==> run_1/placement_by_type.png <==
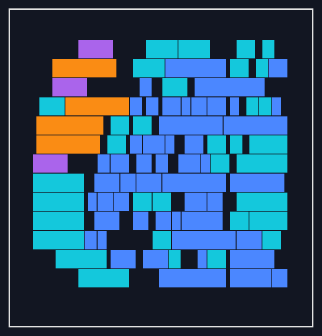
==> run_1/clk_routes.png <==
Scale bar: 10 um.
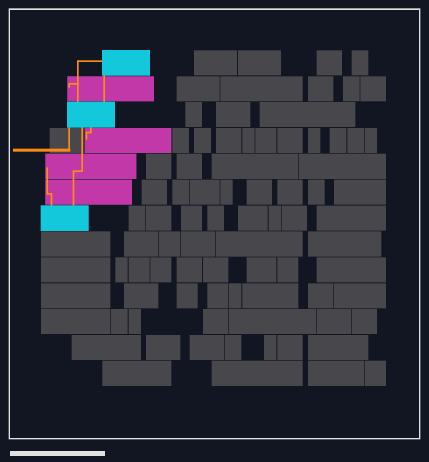
==> run_1/cell_density.png <==
Scale bar: 10 um. The die is cut into 9 by 9 equal tiles; dark blue is low, red is high, 0 to 100% covered.
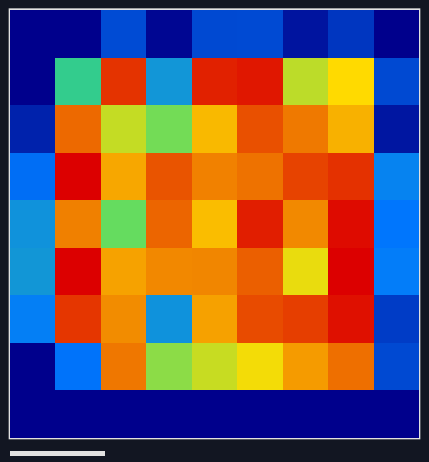
## src/rtl/baccarat_pkg.sv

```systemverilog
// Shared baccarat types, rule thresholds and card decoding.
// Imported by the control FSM and the banker third-card rule block.
package baccarat_pkg;

  typedef enum logic [3:0] {
    ST_RST     = 4'd0,
    ST_DEAL_P1 = 4'd1,
    ST_DEAL_D1 = 4'd2,
    ST_DEAL_P2 = 4'd3,
    ST_DEAL_D2 = 4'd4,
    ST_EVAL2   = 4'd5,
    ST_DEAL_P3 = 4'd6,
    ST_EVAL_D  = 4'd7,
    ST_DEAL_D3 = 4'd8,
    ST_DONE    = 4'd9
  } state_t;

  localparam logic [3:0] NATURAL_MIN     = 4'd8;
  localparam logic [3:0] PLAYER_DRAW_MAX = 4'd5;
  localparam logic [3:0] DEALER_STAND    = 4'd7;

  // Ace..9 count face value; 10, J, Q, K and the "no card" code count zero.
  function automatic logic [3:0] card_value(input logic [3:0] code);
    if (code >= 4'd1 && code <= 4'd9) begin
      return code;
    end
    return 4'd0;
  endfunction

endpackage

```

## src/rtl/banker_draw.sv

```systemverilog
// Banker tableau: decides whether the dealer takes a third card given the
// dealer total and the player's third card. Purely combinational.
module banker_draw
  import baccarat_pkg::*;
(
  input  logic [3:0] dscore,
  input  logic [3:0] pcard3,
  output logic       draw
);

  logic [3:0] v;

  always_comb begin
    v    = card_value(pcard3);
    draw = 1'b0;
    if (dscore >= DEALER_STAND) begin
      draw = 1'b0;
    end else begin
      case (dscore)
        4'd0, 4'd1, 4'd2: draw = 1'b1;
        4'd3:             draw = (v != 4'd8);
        4'd4:             draw = (v >= 4'd2) && (v <= 4'd7);
        4'd5:             draw = (v >= 4'd4) && (v <= 4'd7);
        4'd6:             draw = (v >= 4'd6) && (v <= 4'd7);
        default:          draw = 1'b0;
      endcase
    end
  end

endmodule

```

## src/rtl/statemachine.sv

```systemverilog
// Baccarat hand sequencer: deals four cards, applies third-card rules, lights
// the winner. One hand per reset. Optional STATE_DEBUG_EN adds state_dbg.
module statemachine
  import baccarat_pkg::*;
(
  input  logic       slow_clock,
  input  logic       resetb,
  input  logic [3:0] pscore,
  input  logic [3:0] dscore,
  input  logic [3:0] pcard3,
  output logic       load_pcard1,
  output logic       load_pcard2,
  output logic       load_pcard3,
  output logic       load_dcard1,
  output logic       load_dcard2,
  output logic       load_dcard3,
  output logic       player_win_light,
  output logic       dealer_win_light
`ifdef STATE_DEBUG_EN
  ,
  output logic [3:0] state_dbg
`endif
);

  state_t state;
  state_t state_nxt;
  logic   dealer_draws;
  logic   natural;
  logic   done;

  banker_draw u_banker_draw (
    .dscore (dscore),
    .pcard3 (pcard3),
    .draw   (dealer_draws)
  );

  assign natural = (pscore >= NATURAL_MIN) || (dscore >= NATURAL_MIN);

  always_comb begin
    state_nxt = ST_RST;
    case (state)
      ST_RST:     state_nxt = ST_DEAL_P1;
      ST_DEAL_P1: state_nxt = ST_DEAL_D1;
      ST_DEAL_D1: state_nxt = ST_DEAL_P2;
      ST_DEAL_P2: state_nxt = ST_DEAL_D2;
      ST_DEAL_D2: state_nxt = ST_EVAL2;
      ST_EVAL2: begin
        if (natural) begin
          state_nxt = ST_DONE;
        end else if (pscore <= PLAYER_DRAW_MAX) begin
          state_nxt = ST_DEAL_P3;
        end else if (dscore <= PLAYER_DRAW_MAX) begin
          // Player stood on 6/7; the dealer draws on 0-5 regardless.
          state_nxt = ST_DEAL_D3;
        end else begin
          state_nxt = ST_DONE;
        end
      end
      ST_DEAL_P3: state_nxt = ST_EVAL_D;
      ST_EVAL_D:  state_nxt = dealer_draws ? ST_DEAL_D3 : ST_DONE;
      ST_DEAL_D3: state_nxt = ST_DONE;
      ST_DONE:    state_nxt = ST_DONE;
      default:    state_nxt = ST_RST;
    endcase
  end

  always_ff @(posedge slow_clock or negedge resetb) begin
    if (!resetb) begin
      state <= ST_RST;
    end else begin
      state <= state_nxt;
    end
  end

  // Moore strobes follow the state register, so reset drops them at once.
  assign load_pcard1 = (state == ST_DEAL_P1);
  assign load_dcard1 = (state == ST_DEAL_D1);
  assign load_pcard2 = (state == ST_DEAL_P2);
  assign load_dcard2 = (state == ST_DEAL_D2);
  assign load_pcard3 = (state == ST_DEAL_P3);
  assign load_dcard3 = (state == ST_DEAL_D3);

  assign done             = (state == ST_DONE);
  assign player_win_light = done && (pscore >= dscore);
  assign dealer_win_light = done && (dscore >= pscore);

`ifdef STATE_DEBUG_EN
  assign state_dbg = state;
`endif

endmodule

```

## config.mk

```make
export PLATFORM = sky130hd
export DESIGN_NAME = statemachine
export DESIGN_NICKNAME = d
export VERILOG_FILES = /design/src/rtl/baccarat_pkg.sv /design/src/rtl/banker_draw.sv /design/src/rtl/statemachine.sv
export SDC_FILE = /design/constraint.sdc
export NUM_CORES = 1
export LEC_CHECK = 0
export CAP_MARGIN = 25
export CORE_AREA = 3 3 40 42
export CTS_BUF_LIST = sky130_fd_sc_hd__clkbuf_8
export CTS_CLUSTER_DIAMETER = 30
export DETAILED_ROUTE_END_ITERATION = 8
export DIE_AREA = 0 0 43 45
export PLACE_DENSITY = 0.72
export REMOVE_ABC_BUFFERS = 1
export SYNTH_ARGS = -nofsm -noshare
export SYNTH_HDL_FRONTEND = slang
export SYNTH_HIERARCHICAL = 1
export SYNTH_SLANG_ARGS = --single-unit
```

## constraint.sdc

```tcl
create_clock -name slow_clock -period 1.9 [get_ports slow_clock]
set_input_delay 0.57 -clock slow_clock [delete_from_list [all_inputs] [get_ports slow_clock]]
set_output_delay 0.57 -clock slow_clock [all_outputs]
set_load 0.05 [all_outputs]
```

==> summary.txt, run 1 <==
Quick summary of the implementation run below.

For the worst reg-to-reg path, the endpoint reported by OpenROAD is state[0]. The flow ran to the end, but the final reports show violations. After legalization and detailed placement, the total HPWL measured between 1000 and 1500 um.

The count of cell types in the netlist came out at 28. At the pin with the least slew margin, the transition time is between 300 and 400 ps. The final count of negative-setup-slack endpoints came out at 2. The cell chosen for the clock root is clkbuf_8.

Per the TritonCTS log, the buffer count is 3. The average wire length per cell after detail routing came out at roughly 15 um. The leakage power figure came out at approximately 0.00045 uW.

The number of antenna violations at the first check in global routing came to 0. The number of antenna diodes came out at 0. The total track usage is around 17%. After detailed routing, the number of remaining DRC violations is 0. The time the worst path needs with I/O delays and setup came out at 2080 ps.

The maximum clock insertion buffer count is 2. The main area contributors are dfrtp_1, ha_1, nor3_1. Routing resource usage on met3 recorded by global route was roughly 3.2%. The total clock sinks came out at 4. The count of input and output buffers is 21. The final tally of hold violations is 0. The remaining antenna violation count came out at 0.

The vias per cell came out at about 5.4. Along the worst path, the maximum fanout reaches 5. Counting cells, the worst reg-to-reg path comes to 4. The worst setup path startpoint is pscore[3].

Looking at the global route congestion table, the highest-usage layer is met2. The script computed a power per unit cell area of around 1100 mW/mm2. The async set-or-reset flop fraction in the synthesized netlist is 100.0%. The arrival time at the worst endpoint is roughly 1500 ps.

The number of enable flip-flop cells is 0. The post-synthesis area per instance came out at a little under 8 um2. The count of pins on the block boundary is 22. The largest registers in the layout are state x4. The number of warnings in the stage logs came out at 27. Setup slack on the critical path of the routed design comes to -179.9 ps.

The first global-routing pass estimated roughly 2500 um of wire. The final reports fail on negative setup slack. The clock transition at the register clock pins on the worst setup and hold paths after CTS is around 30 ps.
Back to the opening pictures, placement_by_type.png:
- clock drivers: purple (cells 3)
- remaining buffers and delay cells: cyan (cells 34)
- combinational and other logic: blue (cells 50)
- sequential cells: orange (cells 4)
Seq/total area: 9.794%
final instance area: 0.001035 mm2

Back to the opening pictures, clk_routes.png:
- flip-flops: magenta (count 4)
- clock drivers: cyan (count 3)
- clock wires: orange (length 58.1 um)
- routed clock nets: 4
relative contribution of the clock network to total power: 14.9%
clock skew: 1.751 ps

Back to the opening pictures, cell_density.png:
- tiles over 75% full: 46%
- densest ninth of the die: middle
- mean over tiles: 53%
share of the core filled with cells in the final layout: 80.53%
area of the core: 0.001285 mm2
Init Core Util: 34.66%

[run 1: cell type report]
cell class	count	area, um2
multi-input cells	43	469.2
clock buffers	3	41.29
repair buffers	34	375.4
flip-flops and latches	4	101.3
fillers	79	250.2
inverters	7	28.78
well taps	15	18.77
[run 1: layout by cell type, fill, tap and decap left out, types with 2 or more instances in the layout]
cell,count
a211o_1,2
a21oi_1,3
a21oi_4,2
buf_12,8
buf_2,6
buf_4,13
buf_8,2
clkbuf_8,3
clkdlybuf4s50_1,2
dfrtp_1,3
dlymetal6s2s_1,3
ha_4,4
inv_1,2
inv_2,4
nand2b_1,4
nor2_1,2
nor3_1,3
nor3_2,4
[run 1: what timing repair did]
action                                  CTS  global route
hold buffers                              0             0
resized                                  57            12
pin swaps                                10             6
endpoints found under the setup margin    5             5
setup buffers                             1             0
[run 1: cells by family (layout without fill, tap and decap cells)]
family	after synthesis	in the layout	synth area share, %
simple gates	21	21	26.69
compound gates	18	18	29.21
buf+inv	10	44	10.39
fa+ha+maj	4	4	11.24
flops	4	4	22.47
[run 1: stage by stage]
step / hold WS (ps) / power [uW] / setup WS [ps]
after floorplan: 274.4 / 514.1 / -637.0
after global placement: 619.4 / 880.8 / -770.2
after detailed placement: 621.0 / 887.9 / -820.3
after CTS: 555.4 / 1123 / -204.5
after global routing: 561.5 / 1220 / -224.9
final: 560.9 / 1144 / -179.9
[run 1: report_power, final]
group	switching, uW	total [uW]	internal, uW
Combinational	422	806	384
Sequential	41.2	168	127
Clock	36.5	171	134
Total	499	1140	645
[run 1: worst max-delay path, stage by stage]
cell and delay, ps:
buf_8 80, inv_4 30, ha_4 310, o2111ai_4 150, a31oi_4 210, buf_12 160
[run 1: metal layers]
metal,share of wire (%),vias to the layer above
li1,-,282
met1,43,264
met2,49,22
met3,6.7,4
met4,1.0,0
met5,0,-
==> run_1/clocks.png <==
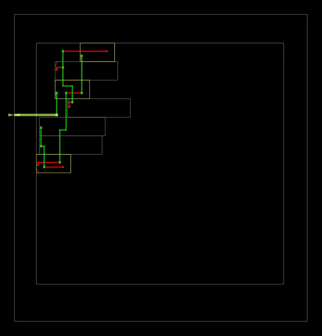

==> run 2: changes to the inputs <==
--- a/config.mk
+++ b/config.mk
@@ -5,13 +5,14 @@
 export SDC_FILE = /design/constraint.sdc
 export NUM_CORES = 1
 export LEC_CHECK = 0
+export ABC_AREA = 1
 export CAP_MARGIN = 25
 export CORE_AREA = 3 3 40 42
 export CTS_BUF_LIST = sky130_fd_sc_hd__clkbuf_8
 export CTS_CLUSTER_DIAMETER = 30
 export DETAILED_ROUTE_END_ITERATION = 8
 export DIE_AREA = 0 0 43 45
-export PLACE_DENSITY = 0.72
+export PLACE_DENSITY = 0.76
 export REMOVE_ABC_BUFFERS = 1
 export SYNTH_ARGS = -nofsm -noshare
 export SYNTH_HDL_FRONTEND = slang
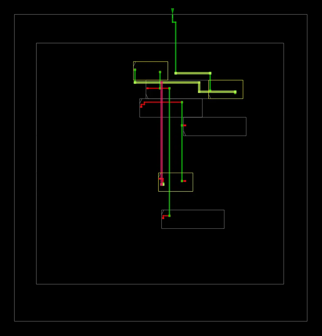
(run_2/clocks.png)
number of sinks handled by clock tree synthesis: 4
power of the clock network: 184 uW
clock buffer count from CTS: 3
num sequential: 4
clock skew: 0.9497 ps

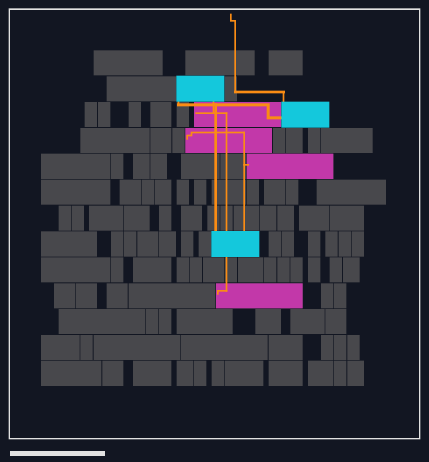
(run_2/clk_routes.png)
Scale bar: 10 um.
- flip-flops: magenta (count 4)
- clock wires: orange (length 95.5 um)
- clock drivers: cyan (count 3)
- routed clock nets: 4
Clk Latency, worst-skew pair: 220 ps
relative contribution of the clock network to total power: 18.0%

==> run 2 against run 1 <==
Compared with the run above:
- the flow still finishes with violations (negative setup slack)
- clock skew decreased by 0.80 ps
- die area did not move
- critical endpoint unchanged
- register-to-register slack improved by 190 ps
- largest cell class unchanged
- design area shrank 5.8%
==> summary.txt, run 2 <==
Quick summary of the implementation run below.

The post-route total power is 1021 uW (-11%). The number of warnings in the stage logs is 27 (unchanged). The global router reports that the layer with the highest usage is met2. The clock transition at the register clock pins on the worst setup and hold paths after CTS came to 30 ps (about the same). The post-cts sizing count is 58 (+1.8%). The flow ran to the end, but the final reports show violations. On met2, the global router reports a usage of 34.43%. The registers reported with the highest flop counts are state x4. The power share of the sequential group came to 17.0% (+2.3 points). The average wire length per cell after detail routing is 13.21 um (-10%). The worst-margin pin slew came out at 208.5 ps (-135.8 ps). The async set-or-reset flop fraction in the synthesized netlist is 100.0% (unchanged). The net switching power is 477.0 uW (-4.4%).

The number of enable flip-flop cells was 0 (unchanged). For reference, the top cells by area after synthesis are inv_1, dfrtp_1, nand2_1. The XOR/XNOR share of the synthesized area is 0% (unchanged). The arrival time at the worst endpoint is 1510 ps (about the same). The post-route clock period utilization is 109.7%. The peak per-stage delay on the critical path is 270 ps (-40 ps). The largest part of the power goes to combinational cells. The met3 track demand over resource is 4.382% (+1.2 points). The area fraction in and, or, nand and nor cells after synthesis is 39.64% (+13 points). The largest fanout on the critical path is 2 (-3). The share of total power in combinational logic was 65.0% (-5.4 points).

Per the cell usage report, the commonest logic cells after layout are inv_1, nand2_1, buf_12. The total power density per cell area is 1047 mW/mm2 (-5.3%). The power dissipated in sequential cells is 174 uW (+4%). The fraction of final layout cells sized beyond drive strength 1 is 43.36%. The final count of negative-setup-slack endpoints was 2 (unchanged). The time the worst path needs with I/O delays and setup is 2084 ps (+4.242 ps). The internal cell power came out at 543.9 uW (-16%).

The final tally of hold violations came to 0 (unchanged). The total track usage came out at 19.47% (+2.1 points). The main kind of combinational logic by area is simple AND/OR/NAND/NOR gates. The remaining antenna violation count was 0 (unchanged). The leakage power figure is 0.0005193 uW (+16%). The count of input and output buffers is 21 (unchanged). Leaving out fill and tap cells, the most frequent cell in the layout is inv_1. The share of synthesized cell area in full adder, half adder and majority cells came out at 10.23% (-1.0 points). The number of antenna violations at the first check in global routing came out at 0 (unchanged). The total combinational power was 663 uW (-18%). The post-synthesis mux area share is 0% (unchanged). The checks that failed: negative setup slack.

The switching part of the total is 46.72% (+3.1 points). The final worst setup slack came out at -184.1 ps (-4.242 ps). The core box area is 0.001285 mm2 (unchanged). The worst setup path is captured at an output port. The kind of cell with the highest combined delay along the critical path is buffers and inverters. The maximum clock insertion buffer count came out at 2 (unchanged).
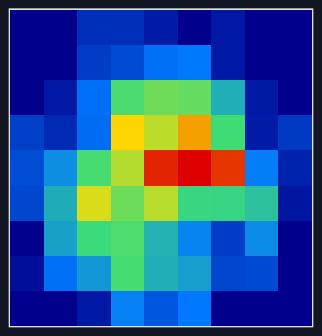
(run_2/metal_density.png)
The die is cut into 9 by 9 equal tiles; dark blue is low, red is high, scaled to the fullest tile. Values are wire area over tile area, all layers added.
- densest ninth of the die: middle
- nearly empty tiles: 24%
- mean over tiles: 0.14
- tiles over half the peak: 21%
- fullest tile: 0.55
Via Count: 641
final wirelength: 1691 um

==> run 2: cell count changes after synthesis, sizes merged, moves of 2 or more <==
cell    previous run  this run
buf                2         0
nand2              1        23
nand2b             4         0
nand3              2         9
nor3               7         1
inv                7        28
a31oi              2         0
a211o              2         0
nor2               2         8
==> run 2: worst paths after layout <==
| check | from | end | slack (ps) | cells past startpoint |
|---|---|---|---|---|
| min in group slow_clock | state[2] | state[3] | 670 | 2 |
| setup / recovery | pscore[3] | dealer_win_light | -180 | 10 |
| max in group asynchronous | resetb | state[3] | 1170 | 1 |
| setup reg to reg | state[1] | state[1] | 880 | 5 |
| hold / removal | resetb | state[1] | 560 | 1 |
| hold reg to reg | state[2] | state[3] | 670 | 2 |
==> run 2: stage by stage <==
stage | utilization (%) | area (um2) | instances | setup slack, ps | hold WS [ps]
2_1_floorplan | - | 489.2 | 85 | -300.5 | 274.4
3_5_place_dp | 64.46 | 828.3 | 125 | -693.3 | 640.6
6_report | 75.85 | 974.7 | 128 | -184.1 | 559.1
3_3_place_gp | 64.46 | 828.3 | 125 | -660.2 | 640.3
4_1_cts | 74.00 | 950.9 | 128 | -168.4 | 561.8
5_1_grt | 75.85 | 974.7 | 128 | -229.5 | 559.3
==> run 2: per-layer routing <==
metal	share of wire, %	wire [um]	up-vias
li1	-	-	312
met1	36	612	294
met2	55	924	31
met3	6.6	112	4
met4	2.5	42	0
met5	0	0	-
==> run 2: final cells by class <==
| cell class | instances | area (um2) |
|---|---|---|
| sequential | 4 | 100.1 |
| clock buffer | 3 | 41.29 |
| inverter | 28 | 107.6 |
| multi-input combinational | 53 | 382.9 |
| tap | 15 | 18.77 |
| timing repair buffer | 25 | 324.1 |
| fill | 88 | 310.3 |
==> run_2/placement_by_type.png <==
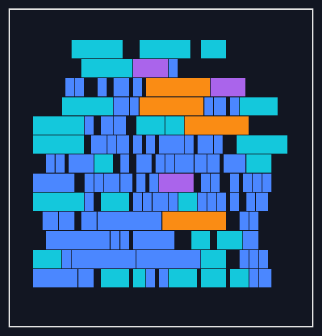

==> run 3: changes to the inputs <==
--- a/config.mk
+++ b/config.mk
@@ -7,11 +7,11 @@
 export LEC_CHECK = 0
 export ABC_AREA = 1
 export CAP_MARGIN = 25
-export CORE_AREA = 3 3 40 42
+export CORE_AREA = 2 2 39 41
 export CTS_BUF_LIST = sky130_fd_sc_hd__clkbuf_8
 export CTS_CLUSTER_DIAMETER = 30
 export DETAILED_ROUTE_END_ITERATION = 8
-export DIE_AREA = 0 0 43 45
+export DIE_AREA = 0 0 41 43
 export PLACE_DENSITY = 0.76
 export REMOVE_ABC_BUFFERS = 1
 export SYNTH_ARGS = -nofsm -noshare
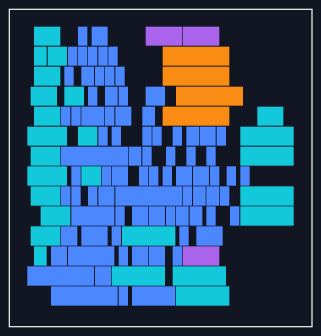
(run_3/placement_by_type.png)
- remaining buffers and delay cells: cyan (cells 25)
- clock drivers: purple (cells 3)
- combinational and other logic: blue (cells 81)
- sequential cells: orange (cells 4)
Seq/total area: 10.19%
final instance area: 982.2 um2
area of the core: 0.001384 mm2
share of the core filled with cells in the final layout: 70.98%

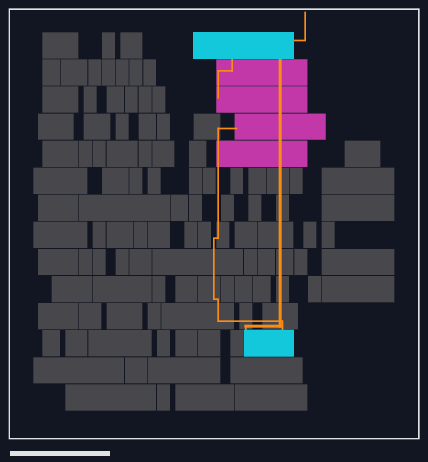
(run_3/clk_routes.png)
Scale bar: 10 um.
- clock drivers: cyan (count 3)
- clock wires: orange (length 88.8 um)
- flip-flops: magenta (count 4)
- routed clock nets: 4
clock skew: 7.180 ps
relative contribution of the clock network to total power: 17.9%
power of the clock network: 183 uW

==> run 3 against run 2 <==
Compared with the run above:
- critical path depth shrank 1
- power about the same
- largest power group unchanged
- largest cell class unchanged
- the flow still finishes with violations (negative setup slack)
- highest routed layer unchanged
- utilization down 4.9 points
- synthesized cell count stayed put
- clock-buffer cell count did not move
- register-to-register slack is essentially flat
- sequential share of layout area decreased by 0.078 points
- via count is 3.6% lower
- design area increased by 0.77%
- wire length down 19%
==> summary.txt, run 3 <==
Quick summary of the implementation run below.

The count of pins on the block boundary is 22. The total power density per cell area is 1040 mW/mm2 (-0.75%). The final count of negative-setup-slack endpoints is 2 (unchanged). Headroom to the max-slew limit came out at slightly below 90%.

The class of the tightest hold or removal check is in2async. For the worst reg-to-reg path, the startpoint reported by OpenROAD is state[3]. The number of warnings in the stage logs came to 27 (unchanged). The worst-case register-to-register setup slack is 870 ps (about the same). The worst-margin pin slew is 196.0 ps (-12.52 ps).

After synthesis, the largest family of logic cells by area is simple AND/OR/NAND/NOR gates. The remaining antenna violation count came out at 0 (unchanged). STA classifies the critical path endpoint as an output port. The maximum clock insertion buffer count came out at 2 (unchanged). The total clock sinks is 4 (unchanged).

Among logic cells in the layout, the one with the most instances is inv_1. The flow ran to the end, but the final reports show violations. The portion of synthesized cell area occupied by the leading cell type is between 20% and 30%.

The first-pass GRT wire length came out at about 2400 um. The library cells used most frequently in the layout, excluding fill and tap cells, are inv_1, nand2_1, buf_12. The async set-or-reset flop fraction in the synthesized netlist is 100.0% (unchanged). The initial detailed-routing violation count came out at 13.

The largest fanout on the critical path is 2 (unchanged). The depth of the worst register-to-register path came out at 5 (unchanged). The remaining routing DRC violations is 0.

The share of synthesized cell area in full adder, half adder and majority cells is 10.23% (unchanged). The registers reported with the highest flop counts are state x4. For reference, the critical path is launched at pscore[3]. The post-synthesis mux area share came to 0% (unchanged). The final tally of hold violations came to 0 (unchanged). The count of input and output buffers is 21 (unchanged). The leakage power figure is 0.0005188 uW (about the same).

In this run the worst setup path terminates at player_win_light. The number of buffers created by CTS is 3 (unchanged). The insertion delay of the later-clocked pin in the worst-skew pair was 220 ps (about the same). The time the worst path needs with I/O delays and setup came out at 2060 ps (-23.88 ps).

The detailed-router iteration count before antenna repair is 4. The XOR/XNOR share of the synthesized area came out at 0% (unchanged). The critical path is of the in2out type.

The arrival time at the worst endpoint is 1490 ps (-20 ps). The final worst setup slack is -160.3 ps (+23.88 ps). The checks that failed: negative setup slack. The placed standard-cell area came out at 829.5 um2 (+0.15%). The count of mapped cells out of synthesis came out at 85. The number of enable flip-flop cells is 0 (unchanged). The post-route clock period utilization is 108.4% (-1.3 points). Ranked by total cell area, the synthesized netlist is headed by inv_1, dfrtp_1, nand2_1. The capture point of the worst register-to-register path is recorded as state[2]. The number of antenna violations at the first check in global routing was 0 (unchanged).
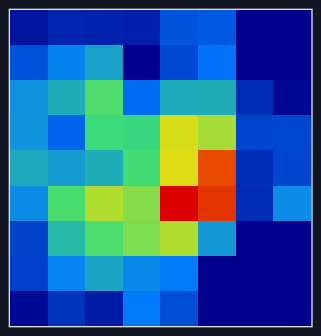
(run_3/metal_density.png)
The die is cut into 8 by 9 equal tiles; dark blue is low, red is high, scaled to the fullest tile. Values are wire area over tile area, all layers added.
- tiles over half the peak: 19%
- mean over tiles: 0.13
- nearly empty tiles: 19%
- emptiest ninth of the die: bottom right
final routed wire length divided by cell count: 10.64 um
final wirelength: 1372 um
Total GRT Usage: 19.72%
Via Count: 618

run 3: cell counts after synthesis:
Identical to the previous run, type by type.
run 3: kinds of logic after synthesis:
family / after synthesis
compound gates: 6
fa+ha+maj: 4
simple gates: 43
flops: 4
buf+inv: 28
run 3: critical path, stage by stage:
cell	delay, ps
buf_8	100
inv_4	50
ha_4	200
nand2_2	60
inv_2	50
nand2_2	90
nand2_2	70
a21oi_4	140
buf_12	150
run 3: layout make-up:
type	instances	area, um2	area share, %
timing repair buffer	25	325.3	33.12
sequential	4	100.1	10.19
multi-input combinational	53	385.4	39.24
tap	16	20.02	2.038
clock buffer	3	41.29	4.204
inverter	28	110.1	11.21
run 3: routing by layer:
| metal | vias up | part of all wire [%] | GRT usage (%) |
|---|---|---|---|
| met1 | 272 | 35 | 21.36 |
| met3 | 2 | 6.3 | 3.141 |
| met4 | 0 | 2.0 | 8.000 |
| met5 | - | 0 | 0 |
| li1 | 310 | - | - |
| met2 | 34 | 56 | 35.00 |
run 3: power by group:
part	total [uW]	internal, uW	switching [uW]
Sequential	170	122	47.6
Combinational	668	289	379
Clock	183	135	47.9
run 3: metrics by stage:
step	setup slack [ps]	total power [uW]	instances	hold slack [ps]
4_1_cts	-148.3	1003	129	545.8
5_1_grt	-197.4	1076	129	567.4
3_3_place_gp	-647.4	775.2	126	645.0
3_5_place_dp	-682.4	788.0	126	655.1
2_1_floorplan	-300.5	506.5	85	274.4
6_report	-160.3	1021	129	542.9
run 3: repair_timing:
| action | CTS | global route |
|---|---|---|
| gates resized | 62 | 6 |
| pin swaps | 10 | 7 |
| endpoints found under the setup margin | 2 | 3 |
Power and IR drop assume default switching activity.
